--- config.mk ---
export PLATFORM = sky130hd
export DESIGN_NAME = tiny_nn_result_capture
export DESIGN_NICKNAME = d
export VERILOG_FILES = /design/src/rtl/tiny_nn_pkg.sv /design/src/rtl/tiny_nn_fifo.sv /design/src/rtl/tiny_nn_result_capture.sv
export SDC_FILE = /design/constraint.sdc
export NUM_CORES = 1
export LEC_CHECK = 0
export ABC_CLOCK_PERIOD_IN_PS = 3100
export CAP_MARGIN = 20
export CORE_ASPECT_RATIO = 0.5
export CORE_MARGIN = 2
export CORE_UTILIZATION = 35
export DETAILED_ROUTE_END_ITERATION = 8
export PLACE_DENSITY = 0.57
export RECOVER_POWER = 25
export SYNTH_ARGS = -nofsm -noshare
export SYNTH_HDL_FRONTEND = slang
export SYNTH_HIERARCHICAL = 1
export SYNTH_SLANG_ARGS = --single-unit
--- constraint.sdc ---
create_clock -name clk_i -period 3.1 [get_ports clk_i]
set_input_delay 0.465 -clock clk_i [delete_from_list [all_inputs] [get_ports clk_i]]
set_output_delay 0.465 -clock clk_i [all_outputs]
set_load 0.02 [all_outputs]
--- src/rtl/tiny_nn_pkg.sv ---
// -----------------------------------------------------------------------------
// tiny_nn_pkg
// Types and constants shared by tiny_nn_top and the blocks around it.
//   fp_t          : 16-bit result word (high byte first on the 8-bit bus)
//   CmdOpConvolve : opcode in cmd_data_i[15:12] that starts a convolve sequence
//   cap_state_e   : sequencing states, same encoding convention as tiny_nn_top
// -----------------------------------------------------------------------------
package tiny_nn_pkg;

   typedef logic [15:0] fp_t;

   localparam logic [3:0] CmdOpConvolve = 4'h2;

   typedef enum logic [1:0] {
      CapIdle  = 2'd0,
      CapParam = 2'd1,
      CapExec  = 2'd2
   } cap_state_e;

endpackage

--- src/rtl/tiny_nn_fifo.sv ---
// -----------------------------------------------------------------------------
// tiny_nn_fifo
// Generic synchronous FIFO, Depth must be a power of two (>=2).
// A pop is honoured only when non-empty; a push is honoured when not full, or
// when full together with a pop. No bypass: a push into an empty FIFO becomes
// visible on head_o the next cycle. While empty, head_o holds the last value
// popped (0 after reset).
// Ports:
//   clk_i, rst_ni : clock, asynchronous active-low reset
//   push_i        : write push_data_i
//   push_data_i   : data to write
//   pop_i         : remove the head entry
//   head_o        : head entry (last popped value while empty)
//   full_o        : Depth entries held
//   empty_o       : no entries held
// -----------------------------------------------------------------------------
module tiny_nn_fifo #(
   parameter int Width = 16,
   parameter int Depth = 4
) (
   input  logic             clk_i,
   input  logic             rst_ni,
   input  logic             push_i,
   input  logic [Width-1:0] push_data_i,
   input  logic             pop_i,
   output logic [Width-1:0] head_o,
   output logic             full_o,
   output logic             empty_o
);

   localparam int AddrWidth = (Depth > 1) ? $clog2(Depth) : 1;

   // Pointers carry one extra wrap bit so full and empty are distinguishable.
   logic [AddrWidth:0] wr_ptr_q;
   logic [AddrWidth:0] rd_ptr_q;
   logic [Width-1:0]   mem_q [Depth];
   logic [Width-1:0]   last_q;
   logic               do_push;
   logic               do_pop;

   assign empty_o = (wr_ptr_q == rd_ptr_q);
   assign full_o  = (wr_ptr_q[AddrWidth] != rd_ptr_q[AddrWidth]) &&
                    (wr_ptr_q[AddrWidth-1:0] == rd_ptr_q[AddrWidth-1:0]);

   assign do_pop  = pop_i & ~empty_o;
   assign do_push = push_i & (~full_o | do_pop);

   assign head_o  = empty_o ? last_q : mem_q[rd_ptr_q[AddrWidth-1:0]];

   // NOTE: sequential state uses non-blocking assignments so every register
   // samples pre-edge values, independent of statement order.
   always_ff @(posedge clk_i or negedge rst_ni) begin
      if (!rst_ni) begin
         wr_ptr_q <= '0;
         rd_ptr_q <= '0;
         last_q   <= '0;
      end else begin
         if (do_push) wr_ptr_q <= wr_ptr_q + 1'b1;
         if (do_pop) begin
            rd_ptr_q <= rd_ptr_q + 1'b1;
            last_q   <= mem_q[rd_ptr_q[AddrWidth-1:0]];
         end
      end
   end

   // NOTE: storage is deliberately not reset; entries are only read once the
   // pointers say they were written, so a reset would only cost flops.
   always_ff @(posedge clk_i) begin
      if (do_push) mem_q[wr_ptr_q[AddrWidth-1:0]] <= push_data_i;
   end

endmodule

--- src/rtl/tiny_nn_result_capture.sv ---
// -----------------------------------------------------------------------------
// tiny_nn_result_capture
// Snoops the command stream of tiny_nn_top, follows its convolve sequencing in
// lock-step, pairs the high/low bytes tiny_nn_top drives during execution into
// fp_t results and queues them for a valid/ready consumer.
// Ports:
//   clk_i, rst_ni   : clock, asynchronous active-low reset
//   cmd_data_i      : copy of the word driven into tiny_nn_top data_i
//   nn_data_i       : tiny_nn_top data_o
//   res_o           : result at FIFO head
//   res_valid_o     : FIFO non-empty
//   res_ready_i     : consumer accepts res_o
//   busy_o          : capture sequence in progress
//   overflow_o      : sticky, a result was dropped on a full FIFO
//   overflow_clr_i  : clears overflow_o (a simultaneous new drop wins)
// -----------------------------------------------------------------------------
module tiny_nn_result_capture
   import tiny_nn_pkg::*;
#(
   parameter int CountWidth   = 12,
   parameter int ValArraySize = 8,
   parameter int FifoDepth    = 4
) (
   input  logic        clk_i,
   input  logic        rst_ni,
   input  logic [15:0] cmd_data_i,
   input  logic [7:0]  nn_data_i,
   output logic [15:0] res_o,
   output logic        res_valid_o,
   input  logic        res_ready_i,
   output logic        busy_o,
   output logic        overflow_o,
   input  logic        overflow_clr_i
);

   localparam int ParamCntWidth = (ValArraySize > 1) ? $clog2(ValArraySize) : 1;

   cap_state_e               state_q, state_d;
   logic                     phase_q, phase_d;
   logic [CountWidth-1:0]    pair_cnt_q, pair_cnt_d;
   logic [ParamCntWidth-1:0] param_cnt_q, param_cnt_d;
   logic [7:0]               hi_q, hi_d;
   logic                     overflow_q, overflow_d;

   logic push;
   logic pop;
   logic fifo_full;
   logic fifo_empty;

   // NOTE: every signal written here gets its default first, so no path can
   // leave one unassigned and infer a latch.
   always_comb begin
      state_d     = state_q;
      phase_d     = phase_q;
      pair_cnt_d  = pair_cnt_q;
      param_cnt_d = param_cnt_q;
      hi_d        = hi_q;
      push        = 1'b0;

      case (state_q)
         CapIdle: begin
            // Other opcodes are tiny_nn_top's business; only convolve produces output.
            if (cmd_data_i[15:12] == CmdOpConvolve) begin
               pair_cnt_d  = cmd_data_i[CountWidth-1:0];
               param_cnt_d = ParamCntWidth'(ValArraySize - 1);
               state_d     = CapParam;
            end
         end
         CapParam: begin
            if (param_cnt_q == '0) begin
               state_d = CapExec;
               phase_d = 1'b0;
            end else begin
               param_cnt_d = param_cnt_q - 1'b1;
            end
         end
         CapExec: begin
            phase_d = ~phase_q;
            if (!phase_q) begin
               hi_d = nn_data_i;
            end else begin
               push = 1'b1;
               if (pair_cnt_q != '0) pair_cnt_d = pair_cnt_q - 1'b1;
               else                  state_d    = CapIdle;
            end
         end
         default: state_d = CapIdle;
      endcase
   end

   assign pop = res_valid_o & res_ready_i;

   // A drop only happens when the FIFO cannot make room this same cycle.
   always_comb begin
      overflow_d = overflow_q;
      if (push && fifo_full && !pop) overflow_d = 1'b1;
      else if (overflow_clr_i)       overflow_d = 1'b0;
   end

   always_ff @(posedge clk_i or negedge rst_ni) begin
      if (!rst_ni) begin
         state_q     <= CapIdle;
         phase_q     <= 1'b0;
         pair_cnt_q  <= '0;
         param_cnt_q <= '0;
         hi_q        <= '0;
         overflow_q  <= 1'b0;
      end else begin
         state_q     <= state_d;
         phase_q     <= phase_d;
         pair_cnt_q  <= pair_cnt_d;
         param_cnt_q <= param_cnt_d;
         hi_q        <= hi_d;
         overflow_q  <= overflow_d;
      end
   end

   tiny_nn_fifo #(
      .Width (16),
      .Depth (FifoDepth)
   ) u_fifo (
      .clk_i       (clk_i),
      .rst_ni      (rst_ni),
      .push_i      (push),
      .push_data_i ({hi_q, nn_data_i}),
      .pop_i       (pop),
      .head_o      (res_o),
      .full_o      (fifo_full),
      .empty_o     (fifo_empty)
   );

   assign res_valid_o = ~fifo_empty;
   assign busy_o      = (state_q != CapIdle);
   assign overflow_o  = overflow_q;

endmodule

Figure 1. M3 wires (run 1).
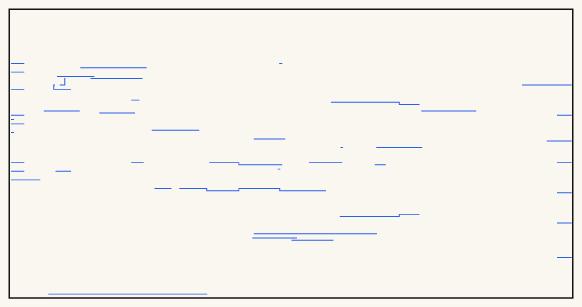
share of all routed wire = 4.8%
longest straight run = 49.9 microns
nets with wire on the layer = 37
wire length on this layer = 489 microns
main direction = horizontal
detailed-route via count: 3096
final wirelength: 10200 microns
met3 demand-to-capacity share in global routing: 4.38%

Figure 2. Signal wires by layer (run 1).
Only two layers are drawn.
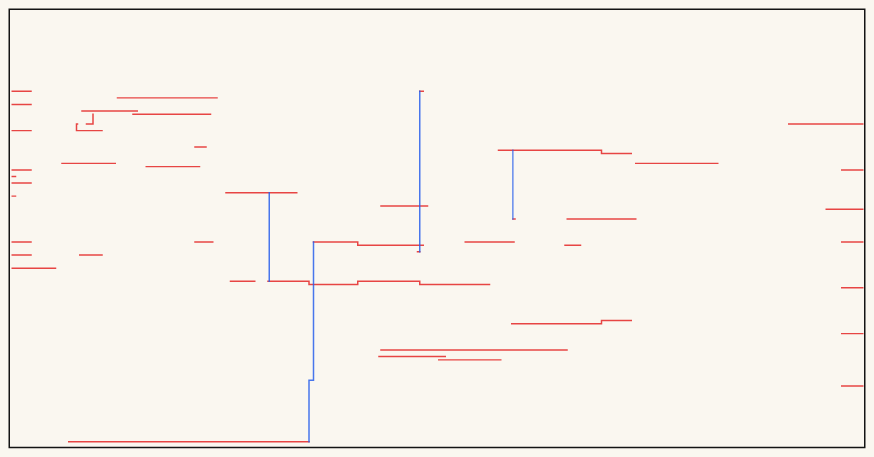
blue -> met4  # wire length 108 microns
red -> met3  # wire length 489 microns

==> out/qor.json, run 1 <==
{
  "whs_ps": 432,
  "synth_nets": 382,
  "synth.cellmix.compoundShare_pct": 8.02,
  "mux_area_share_pct": 17.4,
  "design.final.nets": 446,
  "post_cts_hold_buffer_count": 0,
  "timing.max_slew.rel_slack_pct": -2.58,
  "achievable-frequency_mhz": 339,
  "synth_cell_types": 59,
  "setup_viol_count_final": 0,
  "stdcell_area_sq_mm": 0.00662,
  "layout-drive-gt1-share_pct": 27.7,
  "final_layout_clock_cell_area_share_pct": 9.92,
  "vias_per_cell": 4.99,
  "synth_dominant_cell_count": "sky130_fd_sc_hd__edfxtp_1",
  "postSynthRegisterBits": 113,
  "final_min_period_over_clock_period_pct": 95.2,
  "clock-skew-final_ps": 9.69,
  "seq_area_frac_synth_pct": 59.9,
  "synth-xor-area-share_pct": 1.76,
  "cap_viol_max_count": 1,
  "initial_antenna_violation_count": 0,
  "failed_checks": "max-capacitance violations, max-slew violations",
  "largest_register_ffs": 64,
  "clkLatencyLatePin_ps": 400,
  "status": "complete, but fails checks",
  "multi_input_comb_area_sq_mm": 0.00190,
  "max_incr_delay_on_cp_ps": 600,
  "setup.worst_path.class": "reg -> out",
  "switching_share_pct": 31.9,
  "synth.top_cell.area_share_pct": 36.6,
  "pwr-share-seq_pct": 32.4,
  "placement.cell_area_sq_mm": 0.00595,
  "ys_area_sq_mm": 0.00526,
  "synth-edff-count": 64,
  "share_of_flip_flops_with_an_asynchronous_set_or_reset_pct": 43.4,
  "grt_first_pass_wirelength_microns": 16800,
  "netlist_top_cells_count": "sky130_fd_sc_hd__edfxtp_1, sky130_fd_sc_hd__dfrtp_1, sky130_fd_sc_hd__mux2_2",
  "cts.path.max_buffers": 2,
  "layout.cells.most_common": "sky130_fd_sc_hd__edfxtp_1",
  "cp-end-kind": "output pin",
  "synth-simple-area-share_pct": 6.43,
  "grt_overall_usage_pct": 14.2,
  "comb-cell-share_pct": 28.7,
  "floorplanUtilization_pct": 36.1,
  "cp.buffers_inverters": 2,
  "syn-cell-area_sq_mm": 0.00526,
  "max_slew_vio_count": 25,
  "number_of_standard_cells_after_synthesis": 345,
  "worst_path_dominant_cell_family": "buffers and inverters",
  "leakagePower_nw": 2.55,
  "worstPathRequired_ps": 2630,
  "dp.cells": 588,
  "comb_group_w": 0.00273,
  "final_util_pct": 45.4,
  "timing_worst_slew_pin_value_ps": 1540,
  "routedWlPerCell_microns": 16.5,
  "worst-path-max-fanout": 7,
  "synth-warning-count": 6,
  "place.port_buffers": 46,
  "root_buffer": "sky130_fd_sc_hd__clkbuf_16",
  "detailed_router_iteration_count_before_antenna_repair": 4,
  "fin_total_pwr_w": 0.00720,
  "yosys-stat-cells": 345,
  "grt_overflow": 0,
  "gr-usage-met1_pct": 19.9,
  "dr.first_iter.drc_count": 169,
  "antenna_cells": 0,
  "ant_nets": 0,
  "post-route-min-period_ps": 2950,
  "hold_path_class": "in -> async",
  "die-area_sq_mm": 0.0161
}
Figure 3. Sequential cells grouped by signal name (run 1).
Other sequential cells in the stronger grey, the rest of the logic in the fainter grey.
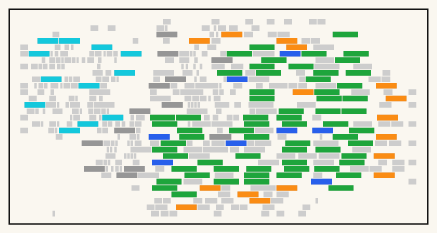
orange -> u_fifo/last_q  # placed flops 16
green -> u_fifo/mem_q  # placed flops 64
blue -> hi_q  # placed flops 8
cyan -> pair_cnt_q  # placed flops 12

run 1: worst paths after layout:
path	cells past startpoint	end	start	slack [ps]
setup / recovery	5	res_o[11]	u_fifo/wr_ptr_q[0]	150
hold / removal	1	pair_cnt_q[1]	rst_ni	430
setup reg to reg	7	u_fifo/mem_q[0][10]	u_fifo/wr_ptr_q[0]	660
hold reg to reg	1	u_fifo/last_q[7]	u_fifo/last_q[7]	500
max in group asynchronous	2	u_fifo/last_q[0]	rst_ni	1480
min in group clk_i	1	u_fifo/last_q[7]	u_fifo/last_q[7]	500
run 1: logic make-up (layout without fill, tap and decap cells):
group	after synthesis	after routing
fa+ha+maj	9	9
xor+xnor	8	8
mux	59	59
compound gates	55	55
buf+inv	40	117
flops	113	113
simple gates	61	61
--- run 2 (diff from run 1) ---
- CORE_ASPECT_RATIO: 0.5 -> 1.4
- MAX_ROUTING_LAYER: not set -> met4
Figure 4. Routing congestion map (run 2).
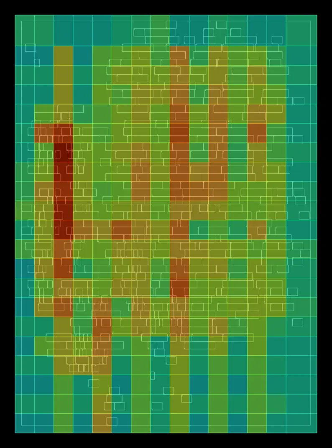
met3 demand-to-capacity share in global routing: 3.76%
Most Used Layer, Global Route: met2
utilization after layout: 44.0%
GRT Overall Usage: 14.0%

Figure 5. I/O pins on the die edge (run 2).
Pins as bars across the die edge, other pins in grey.
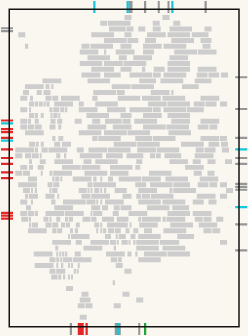
red -> cmd_data_i  # pins 16, direction input, edge 12 left, 4 bottom
green -> res_valid_o  # pins 1, direction output, edge bottom
cyan -> nn_data_i  # pins 8, direction input, edge 3 top, 2 left, 2 right, 1 bottom
all pins by edge = 16 left, 12 right, 10 bottom, 9 top
horizontal die dimension: 108 microns
count of input and output buffers: 46
vertical die dimension: 149 microns

Figure 6. Sequential cells grouped by signal name (run 2).
Other sequential cells in the stronger grey, the rest of the logic in the fainter grey.
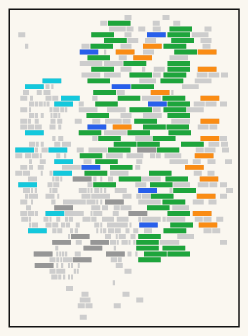
orange -> u_fifo/last_q  # placed flops 16
blue -> hi_q  # placed flops 8
cyan -> pair_cnt_q  # placed flops 12
green -> u_fifo/mem_q  # placed flops 64
not coloured = 13

==> run 2 against run 1 <==
Clock power is 9% lower. Synthesized area did not move. Highest routed layer unchanged. The run now ends clean. Sequential power hardly changed. Non-clock buffer count is 1 lower.
==> out/qor.json, run 2 <==
{
  "top_cells_by_area_synth": "sky130_fd_sc_hd__edfxtp_1, sky130_fd_sc_hd__dfrtp_1, sky130_fd_sc_hd__mux4_2",
  "timing_worst_slew_pin_value_ps": 752,
  "reg2reg_from": "u_fifo/rd_ptr_q[0]",
  "status": "finished, final reports clean",
  "detailed_router_iteration_count_before_antenna_repair": 4,
  "clock-skew-final_ps": 12.7,
  "pin_count": 47,
  "final_min_period_over_clock_period_pct": 95.6,
  "gr-usage-met1_pct": 15.1,
  "synth-warning-count": 6,
  "routedWlPerCell_microns": 16.5,
  "drc": 0,
  "maximum_number_of_pins_on_one_net_before_global_route_repair": 22,
  "route.met3.wl_microns": 375,
  "comb_group_w": 0.00269,
  "min_to": "u_fifo/last_q[12]",
  "root_buffer": "sky130_fd_sc_hd__clkbuf_16",
  "hold_path_class": "reg -> reg",
  "worstSetupStartpoint": "u_fifo/rd_ptr_q[0]",
  "yosys-stat-cells": 345,
  "grt_first_pass_wirelength_microns": 16300,
  "synth.top_cell.area_share_pct": 36.6,
  "syn_to_final_growth_pct": 24.3,
  "synth-xor-area-share_pct": 1.76,
  "tritoncts.num_buffers": 17,
  "rr_worst_depth": 9,
  "cell_depth_of_the_worst_min_delay_path": 1,
  "share_of_flip_flops_with_an_asynchronous_set_or_reset_pct": 43.4,
  "final_wtd_congestion": 0.851,
  "cap_viol_max_count": 0,
  "layout.cells.most_common": "sky130_fd_sc_hd__edfxtp_1",
  "tool_warnings": 30,
  "worstPathRequired_ps": 2630,
  "multi_input_comb_area_sq_mm": 0.00188,
  "setup.worst_path.class": "reg -> out",
  "whs_ps": 500,
  "synth_cell_types": 59,
  "design.final.nets": 445,
  "synth.cellmix.compoundShare_pct": 8.02,
  "comb-cell-share_pct": 28.8,
  "share_comb_of_total_power_pct": 38.7,
  "ff_count": 113,
  "number_of_standard_cells_after_synthesis": 345,
  "mux_area_share_pct": 17.4,
  "post_synth_main_logic_family": "multiplexers",
  "synth-edff-count": 64,
  "power_density_mw_per_mm2": 1060,
  "grt_setup_unrepaired": "no",
  "fp.coreArea_sq_mm": 0.0149,
  "power-top-group": "combinational logic",
  "nNonClkInverters": 23,
  "synth_nets": 382,
  "setup_viol_count_final": 0,
  "route.top_layer_used": "met4",
  "largest_register_ffs": 64,
  "post_cts_hold_buffer_count": 1,
  "synth_dominant_cell_count": "sky130_fd_sc_hd__edfxtp_1",
  "cts.path.max_buffers": 2,
  "htreeDepth": 4,
  "post-route-min-period_ps": 2960,
  "worst-path-max-fanout": 16,
  "syn-cell-area_sq_mm": 0.00526,
  "drt-total-wl_microns": 10100,
  "syn-mean-instance-area_sq_um": 15.2,
  "endpoint": "res_o[7]",
  "final_layout_clock_cell_area_share_pct": 9.15,
  "dr.first_iter.drc_count": 154,
  "seq_area_sq_mm": 0.00315,
  "cp-end-kind": "output pin",
  "leading_register_cell_type_out_of_synthesis": "sky130_fd_sc_hd__edfxtp_1",
  "ys_area_sq_mm": 0.00526,
  "buffers": 61,
  "cp_data_arrival_time_ps": 2500,
  "vias_per_cell": 4.97,
  "leakagePower_nw": 2.53,
  "power.clock.fraction_pct": 28.1,
  "std_cell_rows": 53,
  "hold_path.startpoint": "u_fifo/last_q[12]",
  "stdcell_area_sq_mm": 0.00654,
  "ant_nets": 0,
  "final.setup.tns_ps": 0,
  "fin_total_pwr_w": 0.00696,
  "switching_share_pct": 31.4,
  "vias": 3054,
  "die-area_sq_mm": 0.0160,
  "netlist.top_cell.by_area": "sky130_fd_sc_hd__edfxtp_1",
  "grt_overflow": 0,
  "max-vdd-ir-drop_mv": 0.437,
  "postSynthRegisterBits": 113,
  "clock_buffer_count": 18,
  "layout-drive-gt1-share_pct": 27.1,
  "wl_met2_microns": 5620,
  "clkLatencyLatePin_ps": 400,
  "vias_in_the_first_global_route": 3205,
  "clk_pin_slew_worst_paths_ps": 50,
  "floorplanUtilization_pct": 35.4,
  "placement.cell_area_sq_mm": 0.00591,
  "max_slew_vio_count": 0,
  "regToRegSetupSlack_ps": 740,
  "pwr-share-seq_pct": 33.2,
  "synth-simple-area-share_pct": 6.43,
  "achievable-frequency_mhz": 337,
  "initial_antenna_violation_count": 2,
  "top_cell_category": "registers",
  "netlist_top_cells_count": "sky130_fd_sc_hd__edfxtp_1, sky130_fd_sc_hd__dfrtp_1, sky130_fd_sc_hd__mux2_2",
  "timing.max_slew.rel_slack_pct": 49.9,
  "crit-reg2reg-capture": "u_fifo/mem_q[1][2]",
  "seq_area_frac_synth_pct": 59.9,
  "antenna_cells": 2
}
## run 2: worst max-delay path: stages (launching register included)
cell and delay [ps]:
sky130_fd_sc_hd__dfrtp_1 370, sky130_fd_sc_hd__buf_4 210, sky130_fd_sc_hd__xnor2_2 260, sky130_fd_sc_hd__nand3_2 110
sky130_fd_sc_hd__buf_4 260, sky130_fd_sc_hd__mux2_4 340, sky130_fd_sc_hd__clkdlybuf4s50_1 540
## run 2: metrics by stage
step | instances | setup WS [ps]
6_report | 614 | 135
5_1_grt | 614 | 19.7
4_1_cts | 611 | 101
3_5_place_dp | 579 | 516
3_3_place_gp | 579 | 560
2_1_floorplan | 345 | 409
--- run 3 (diff from run 2) ---
- ABC_CLOCK_PERIOD_IN_PS: 3100 -> 3300
- CELL_PAD_IN_SITES_DETAIL_PLACEMENT: not set -> 0
- CELL_PAD_IN_SITES_GLOBAL_PLACEMENT: not set -> 2
- PLACE_DENSITY: 0.57 -> 0.72
- clock period: 3.1 -> 3.3 ns (I/O delays scaled with it)
Figure 7. I/O pins on the die edge (run 3).
Pins as bars across the die edge, other pins in grey.
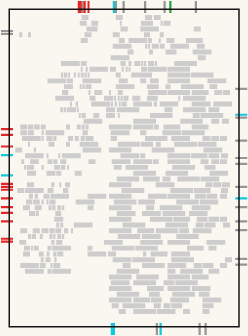
cyan -> nn_data_i  # pins 8, direction input, edge 3 bottom, 2 left, 2 right, 1 top
red -> cmd_data_i  # pins 16, direction input, edge 12 left, 4 top
green -> res_valid_o  # pins 1, direction output, edge top

Figure 8. Sequential cells grouped by signal name (run 3).
Other sequential cells in the stronger grey, the rest of the logic in the fainter grey.
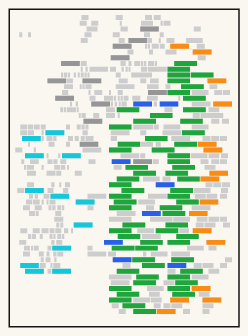
blue -> hi_q  # placed flops 8
green -> u_fifo/mem_q  # placed flops 64
orange -> u_fifo/last_q  # placed flops 16
cyan -> pair_cnt_q  # placed flops 12
not coloured = 13

Figure 9. M3 wires (run 3).
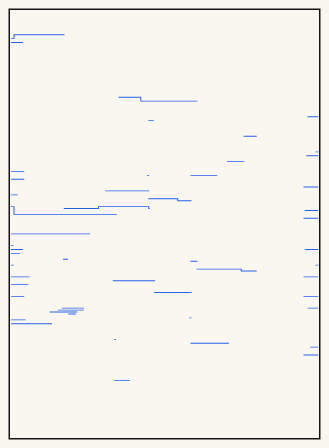
main direction = horizontal
longest straight run = 35.7 microns
share of all routed wire = 4.0%
wire length on this layer = 401 microns

==> run 3 against run 2 <==
Critical path depth decreased by 2. Via count down 0.79%. Non-clock buffer count down 5. Synthesized cell count unchanged. Synthesized area stayed put. Largest cell class unchanged. Largest power group unchanged. Critical path type unchanged. Setup slack gained 60 ps. Total power shrank 5.7%. Clock skew is 6.7 ps lower. Wire length fell by 0.54%.
==> out/qor.json, run 3 <==
{
  "ys_sh_adder_pct": 2.14,
  "comb_group_w": 0.00246,
  "final_min_period_over_clock_period_pct": 94.1,
  "mux_area_share_pct": 17.4,
  "htreeDepth": 4,
  "power-top-group": "combinational logic",
  "tritoncts": "yes",
  "yosys-stat-cells": 345,
  "worstPathRequired_ps": 2800,
  "netlist_top_cells_count": "sky130_fd_sc_hd__edfxtp_1, sky130_fd_sc_hd__dfrtp_1, sky130_fd_sc_hd__mux2_2",
  "drc": 0,
  "vias": 3030,
  "maximum_number_of_pins_on_one_net_before_global_route_repair": 50,
  "achievable-frequency_mhz": 322,
  "grt.busiest_layer": "met2",
  "pwr-share-seq_pct": 33.3,
  "hold_path_class": "in -> async",
  "share_comb_of_total_power_pct": 37.5,
  "cp.buffers_inverters": 2,
  "worst-path-max-fanout": 11,
  "whs_ps": 497,
  "max_incr_delay_on_cp_ps": 560,
  "reg2reg_from": "u_fifo/rd_ptr_q[2]",
  "ant_nets": 0,
  "cp_data_arrival_time_ps": 2610,
  "critical_path.slowest_cell": "sky130_fd_sc_hd__mux4_2",
  "synth_dominant_cell_count": "sky130_fd_sc_hd__edfxtp_1",
  "root_buffer": "sky130_fd_sc_hd__clkbuf_16",
  "timing.max_slew.rel_slack_pct": 7.54,
  "max_slew_vio_count": 0,
  "power.sequential.total_w": 0.00219,
  "design.final.nets": 440,
  "preCtsSetupSlack_ps": 587,
  "final_wtd_congestion": 0.773,
  "cp-end-kind": "output pin",
  "timing.critical_path.depth": 4,
  "cts_repair_resize_count": 0,
  "grt_overall_usage_pct": 14.7,
  "place.port_buffers": 46,
  "startpoint_type": "flip-flop",
  "drt-total-wl_microns": 10000,
  "route.top_layer_used": "met4",
  "synth-xor-area-share_pct": 1.76,
  "final_util_pct": 43.8,
  "tritoncts.num_buffers": 17,
  "gr-usage-met1_pct": 16.0,
  "leakagePower_nw": 2.50,
  "post_synth_main_logic_family": "multiplexers",
  "synth_nets": 382,
  "timing_worst_slew_pin_value_ps": 1390,
  "status": "finished, final reports clean",
  "dr.first_iter.drc_count": 142,
  "fin_total_pwr_w": 0.00657,
  "clkLatencyLatePin_ps": 410,
  "pin_count": 47,
  "antenna_cells": 0,
  "synth.top_cell.area_share_pct": 36.6,
  "syn_to_final_growth_pct": 23.8,
  "max-vdd-ir-drop_mv": 0.488,
  "die_height_microns": 149,
  "dp.cells": 576,
  "grt_first_pass_wirelength_microns": 17000,
  "synth-edff-count": 64,
  "placement.cell_area_sq_mm": 0.00588,
  "post-route-min-period_ps": 3110,
  "setup.worst_path.class": "reg -> out",
  "cts.path.max_buffers": 2,
  "routedWlPerCell_microns": 16.5,
  "power_density_mw_per_mm2": 1010,
  "detailed_router_iteration_count_before_antenna_repair": 4,
  "power.clock.fraction_pct": 29.2,
  "final.setup.tns_ps": 0,
  "floorplanUtilization_pct": 35.4,
  "vias_per_cell": 4.98,
  "wl_met2_microns": 5280,
  "switching_power_w": 0.00208,
  "syn-cell-area_sq_mm": 0.00526,
  "intPower_w": 0.00449,
  "grt_setup_unrepaired": "no",
  "cap_viol_max_count": 0,
  "syn-mean-instance-area_sq_um": 15.2,
  "netlist.top_cell.by_area": "sky130_fd_sc_hd__edfxtp_1",
  "crit-reg2reg-capture": "u_fifo/last_q[15]",
  "use_met3_pct": 4.54,
  "seq_area_frac_synth_pct": 59.9,
  "number_of_standard_cells_after_synthesis": 345,
  "tool_warnings": 30,
  "largest_register_ffs": 64,
  "vias_in_the_first_global_route": 3289,
  "regToRegSetupSlack_ps": 720,
  "setup_ws_ps": 195,
  "layout.cells.most_common": "sky130_fd_sc_hd__edfxtp_1",
  "detailed_placement_hpwl_microns": 6650,
  "die-area_sq_mm": 0.0160,
  "cp_cell_sequence": "buf_4 > mux4_2 > mux2_4 > clkdlybuf4s50_1",
  "cts.sinks": 113,
  "std_cell_rows": 53,
  "worst_path_dominant_cell_family": "buffers and inverters",
  "leading_register_cell_type_out_of_synthesis": "sky130_fd_sc_hd__edfxtp_1",
  "synth_cell_types": 59,
  "synth-simple-area-share_pct": 6.43,
  "post_cts_hold_buffer_count": 0,
  "switching_share_pct": 31.7,
  "filler_cell_count": 1363,
  "grt_overflow": 0,
  "final-instance-count-excl-fill": 608,
  "ys_area_sq_mm": 0.00526,
  "synth.cellmix.compoundShare_pct": 8.02,
  "final_layout_top_logic_cells": "sky130_fd_sc_hd__edfxtp_1, sky130_fd_sc_hd__dfrtp_1, sky130_fd_sc_hd__clkdlybuf4s50_1, sky130_fd_sc_hd__mux2_2, sky130_fd_sc_hd__inv_1",
  "top_cells_by_area_synth": "sky130_fd_sc_hd__edfxtp_1, sky130_fd_sc_hd__dfrtp_1, sky130_fd_sc_hd__mux4_2",
  "fp.coreArea_sq_mm": 0.0149,
  "setup_viol_count_final": 0,
  "clk-power_w": 0.00192,
  "hold_viol_final": 0,
  "initial_antenna_violation_count": 0,
  "layout-drive-gt1-share_pct": 26.9,
  "global_route.usage.met2_pct": 24.6,
  "stdcell_area_sq_mm": 0.00651,
  "chipWidth_microns": 108,
  "m1WireLength_microns": 4170,
  "clk_pin_slew_worst_paths_ps": 50,
  "share_of_flip_flops_with_an_asynchronous_set_or_reset_pct": 43.4,
  "clock-skew-final_ps": 5.94,
  "route.met3.wl_microns": 401,
  "synth-warning-count": 6,
  "rr_worst_depth": 7,
  "post_cts_buffers": 0,
  "postSynthRegisterBits": 113
}
## run 3: worst max path at each step
stage                            start            endpoint  slack [ps]
finish              u_fifo/rd_ptr_q[0]            res_o[3]         190
CTS                 u_fifo/rd_ptr_q[0]            res_o[3]         140
global placement    u_fifo/rd_ptr_q[0]            res_o[3]         610
global route        u_fifo/rd_ptr_q[0]            res_o[3]          70
detailed placement  u_fifo/rd_ptr_q[0]            res_o[3]         590
floorplan           u_fifo/rd_ptr_q[1]  u_fifo/mem_q[0][0]         610
## run 3: cell type report
type / instances / area, sq um / area share, %
well taps: 192 / 240 / 3.69
repair buffers: 56 / 528 / 8.11
multi-input cells: 192 / 1880 / 28.9
clock inverters: 13 / 186 / 2.86
clock buffers: 19 / 443 / 6.80
flip-flops and latches: 113 / 3150 / 48.3
inverters: 23 / 86.3 / 1.33
Power is estimated from default activity; no workload was simulated.
